--- src/rtl/pipe_pkg.sv ---
// pipe_pkg
// Shared definitions for the elastic pipeline stage.
//   state_t          - occupancy state of the stage (EMPTY / ONE / TWO)
//   DEFAULT_CTRL_W   - default control width
//   DEFAULT_CTRL_NOP - control value shown while no valid beat is held
package pipe_pkg;

    typedef enum logic [1:0] {
        EMPTY = 2'd0,
        ONE   = 2'd1,
        TWO   = 2'd2
    } state_t;

    localparam int DEFAULT_CTRL_W = 32;
    localparam logic [DEFAULT_CTRL_W-1:0] DEFAULT_CTRL_NOP = '0;

endpackage

--- src/rtl/pipe_slot.sv ---
// pipe_slot
// One {valid, ctrl, data} holding register of the pipeline stage.
// Ports:
//   clk, rst             - clock, synchronous active-low reset
//   load                 - capture load_data/load_ctrl and mark valid
//   clear                - drop the valid bit (payload is kept)
//   load_data, load_ctrl - beat to capture
//   valid, data, ctrl    - held beat; ctrl reads as CTRL_NOP while not valid
module pipe_slot
    import pipe_pkg::*;
#(
    parameter int                DATA_W   = 128,
    parameter int                CTRL_W   = 32,
    parameter logic [CTRL_W-1:0] CTRL_NOP = CTRL_W'(DEFAULT_CTRL_NOP)
) (
    input  logic              clk,
    input  logic              rst,
    input  logic              load,
    input  logic              clear,
    input  logic [DATA_W-1:0] load_data,
    input  logic [CTRL_W-1:0] load_ctrl,
    output logic              valid,
    output logic [DATA_W-1:0] data,
    output logic [CTRL_W-1:0] ctrl
);

    logic              valid_q;
    logic [DATA_W-1:0] data_q;
    logic [CTRL_W-1:0] ctrl_q;

    // Clear beats load so a squash always wins over a same-cycle refill.
    // The payload is left untouched on clear: a bubble keeps the datapath.
    always_ff @(posedge clk) begin
        if (!rst) begin
            valid_q <= 1'b0;
            data_q  <= '0;
            ctrl_q  <= CTRL_NOP;
        end else if (clear) begin
            valid_q <= 1'b0;
        end else if (load) begin
            valid_q <= 1'b1;
            data_q  <= load_data;
            ctrl_q  <= load_ctrl;
        end
    end

    assign valid = valid_q;
    assign data  = data_q;
    assign ctrl  = valid_q ? ctrl_q : CTRL_NOP;

endmodule

--- src/rtl/pipe_stage.sv ---
// pipe_stage
// Elastic pipeline stage with stall, flush and an optional skid slot.
// Ports:
//   clk, rst                     - clock, synchronous active-low reset
//   in_valid, in_ready           - upstream handshake
//   in_data, in_ctrl             - upstream beat
//   stall                        - hold the output beat (no issue)
//   flush                        - squash every held and arriving beat
//   out_valid, out_ready         - downstream handshake
//   out_data, out_ctrl           - held beat; out_ctrl is CTRL_NOP when idle
//   occ                          - number of held beats (0..2)
module pipe_stage
    import pipe_pkg::*;
#(
    parameter int                DATA_W   = 128,
    parameter int                CTRL_W   = 32,
    parameter logic [CTRL_W-1:0] CTRL_NOP = CTRL_W'(DEFAULT_CTRL_NOP),
    parameter bit                SKID_EN  = 1'b1
) (
    input  logic              clk,
    input  logic              rst,
    input  logic              in_valid,
    output logic              in_ready,
    input  logic [DATA_W-1:0] in_data,
    input  logic [CTRL_W-1:0] in_ctrl,
    input  logic              stall,
    input  logic              flush,
    output logic              out_valid,
    input  logic              out_ready,
    output logic [DATA_W-1:0] out_data,
    output logic [CTRL_W-1:0] out_ctrl,
    output logic [1:0]        occ
);

    state_t            state_q;
    state_t            state_d;
    logic              ready_q;
    logic              accept;
    logic              issue;
    logic              main_load;
    logic              main_clear;
    logic              skid_load;
    logic              skid_clear;
    logic              main_valid;
    logic              skid_valid;
    logic [DATA_W-1:0] skid_data;
    logic [CTRL_W-1:0] skid_ctrl;
    logic [DATA_W-1:0] main_load_data;
    logic [CTRL_W-1:0] main_load_ctrl;

    assign accept = in_valid & in_ready;
    assign issue  = main_valid & out_ready & ~stall;

    always_ff @(posedge clk) begin
        if (!rst) begin
            state_q <= EMPTY;
        end else begin
            state_q <= state_d;
        end
    end

    // Flush overrides everything else; stall only suppresses issue, so an
    // accept while stalled in ONE still parks the new beat in the skid slot.
    always_comb begin
        state_d    = state_q;
        main_load  = 1'b0;
        main_clear = 1'b0;
        skid_load  = 1'b0;
        skid_clear = 1'b0;
        if (flush) begin
            state_d    = EMPTY;
            main_clear = 1'b1;
            skid_clear = 1'b1;
        end else begin
            case (state_q)
                EMPTY: begin
                    if (accept) begin
                        state_d   = ONE;
                        main_load = 1'b1;
                    end
                end
                ONE: begin
                    if (issue && accept) begin
                        main_load = 1'b1;
                    end else if (issue) begin
                        state_d    = EMPTY;
                        main_clear = 1'b1;
                    end else if (accept) begin
                        state_d   = TWO;
                        skid_load = 1'b1;
                    end
                end
                TWO: begin
                    if (issue) begin
                        state_d    = ONE;
                        main_load  = 1'b1;
                        skid_clear = 1'b1;
                    end
                end
                default: begin
                    state_d    = EMPTY;
                    main_clear = 1'b1;
                    skid_clear = 1'b1;
                end
            endcase
        end
    end

    // An occupied skid slot is always older than anything upstream.
    assign main_load_data = skid_valid ? skid_data : in_data;
    assign main_load_ctrl = skid_valid ? skid_ctrl : in_ctrl;

    // ready_q is 0 straight after reset; with the skid slot it also tracks
    // whether the next state leaves room for another beat.
    always_ff @(posedge clk) begin
        if (!rst) begin
            ready_q <= 1'b0;
        end else if (SKID_EN) begin
            ready_q <= (state_d != TWO);
        end else begin
            ready_q <= 1'b1;
        end
    end

    pipe_slot #(
        .DATA_W  (DATA_W),
        .CTRL_W  (CTRL_W),
        .CTRL_NOP(CTRL_NOP)
    ) u_main (
        .clk      (clk),
        .rst      (rst),
        .load     (main_load),
        .clear    (main_clear),
        .load_data(main_load_data),
        .load_ctrl(main_load_ctrl),
        .valid    (main_valid),
        .data     (out_data),
        .ctrl     (out_ctrl)
    );

    if (SKID_EN) begin : g_skid
        pipe_slot #(
            .DATA_W  (DATA_W),
            .CTRL_W  (CTRL_W),
            .CTRL_NOP(CTRL_NOP)
        ) u_skid (
            .clk      (clk),
            .rst      (rst),
            .load     (skid_load),
            .clear    (skid_clear),
            .load_data(in_data),
            .load_ctrl(in_ctrl),
            .valid    (skid_valid),
            .data     (skid_data),
            .ctrl     (skid_ctrl)
        );
        assign in_ready = ready_q;
    end else begin : g_no_skid
        logic unused_skid_ctl;
        assign unused_skid_ctl = skid_load ^ skid_clear;
        assign skid_valid      = 1'b0;
        assign skid_data       = '0;
        assign skid_ctrl       = '0;
        // Single register: a slot frees up in the same cycle it issues.
        assign in_ready        = ready_q & (~main_valid | issue);
    end

    assign out_valid = main_valid;
    assign occ       = state_q;

endmodule

--- config.mk ---
export PLATFORM = sky130hd
export DESIGN_NAME = pipe_stage
export DESIGN_NICKNAME = d
export VERILOG_FILES = /design/src/rtl/pipe_pkg.sv /design/src/rtl/pipe_slot.sv /design/src/rtl/pipe_stage.sv
export SDC_FILE = /design/constraint.sdc
export NUM_CORES = 1
export LEC_CHECK = 0
export CORE_MARGIN = 2
export CORE_UTILIZATION = 55
export CTS_BUF_LIST = sky130_fd_sc_hd__clkbuf_16
export DETAILED_ROUTE_END_ITERATION = 8
export MAX_ROUTING_LAYER = met4
export PLACE_DENSITY = 0.95
export SYNTH_ARGS = -nofsm -noshare
export SYNTH_HDL_FRONTEND = slang
export SYNTH_SLANG_ARGS = --single-unit
--- constraint.sdc ---
create_clock -name clk -period 2.95 [get_ports clk]
set_input_delay 0.59 -clock clk [delete_from_list [all_inputs] [get_ports clk]]
set_output_delay 0.59 -clock clk [all_outputs]
set_load 0.005 [all_outputs]
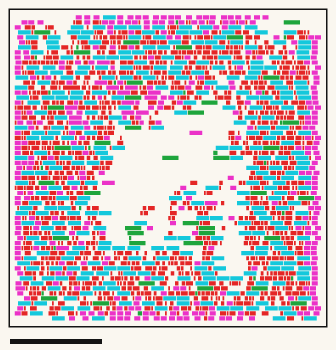
(images/class_map.png)
Bar = 50 um.
- clock drivers and dummy loads: green (cells 60)
- remaining logic cells: red (cells 1178)
- remaining buffers and delay cells: magenta (cells 351)
- registers: cyan (cells 325)
post-route cell area: 0.0197 sq mm
Final Core Density: 71.3%
core box area: 0.0276 sq mm
flop share of the area: 33.0%
num rows: 61

==> notes.md <==
flow finished, numbers: combinational share of cell area=a little over 40%, mux share of post-synthesis cell area=22.1%, Min-Delay Path Depth=2, chip width=171 um, routed vias=14600, crit-path max FO=36, Post-CTS Setup Bufs=0, hold slack=roughly 0.46 ns, status=completed, top cells by area=dfxtp_1 42%, mux2_2 12%, mux2i_1 10%, Cell Type Count=29, leakage=7.50 nW, Post-synth seq share=between 40% and 50%, inverters=4, multi-input logic area=approximately 0.008 sq mm, Worst Setup EP=out_ctrl[0], CTS tree=built, Combinational Power Share=a little over a tenth, H-tree levels=2, top cells by count, synth=325 x dfxtp_1, 321 x nand2_1, 162 x a21oi_1, synthesized area=~0.015 sq mm, I/O Buffers=329, r2r setup slk=0.72 ns, Final Critical Period=2.55 ns, Final Hold Vio Count=0, Die Y=171 um, CP Data Arrival Time=a little under 2 ns, post-synthesis cell count from yosys=about 1700, worst flop-to-flop path startpoint=u_main.valid, routed wl met2=23300 um, Non-Filler Instances=2294, Setup WS pre-CTS=0.292 ns, Tapcell Cnt=378, min-delay src=u_main.ctrl_q[1], Total Routing Usage GR=roughly 32%, Tool Warnings=36, placed cell count=2232, worst-path cell chain=buf_4, and2_1, clkdlybuf4s50_1, DR WL met3=between 4000 and 5000 um, WL met1=between 15000 and 20000 um, Req. time, crit path=2.36 ns, dominant logic cell types in the final layout=327 x clkdlybuf4s50_1, 324 x dfxtp_1, 321 x nand2_1, largest class=combinational gates, HPWL after detailed placement=between 20000 and 30000 um, post-synth top area cell=dfxtp_1, clk buf depth=3, RSZ-0062 raised after global routing=no, Max-cap violations=0, drt pass-1 iters=6, CTS Sinks=325, Non-clk bufs=around 350, and+or+nand+nor area frac=around 16%, dpl cell area=0.0187 sq mm, buffer share of cell area=18.6%, Synth Warn #=0, logic depth of the worst path, buffers included=3, yosys adder share=0%, vias in the first global route=around 15000, Worst Setup SP=u_main.valid, Reg clk slew, reported paths=0.06 ns, DRC violations left=0, Top logic family=multiplexers, Worst-Margin Slew=0.977 ns, post-cts resize count=0, Startpoint Class=register, drt initial violations=1724
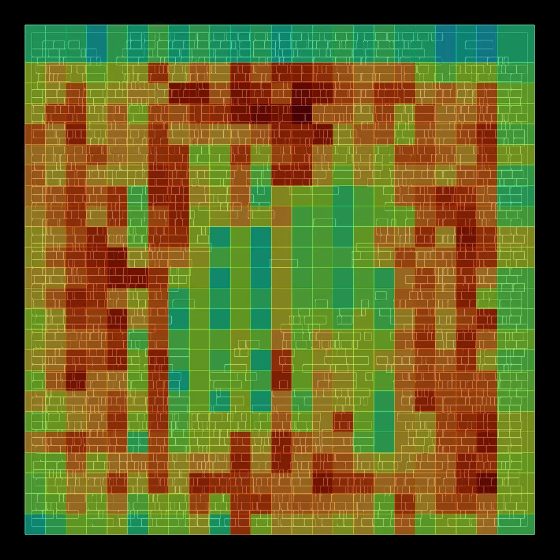
(images/congestion_map.png)
busiest grt layer: met2
met1 Use GR: 36.4%

Power figures rest on the tool's default switching activity, not on a simulated workload.
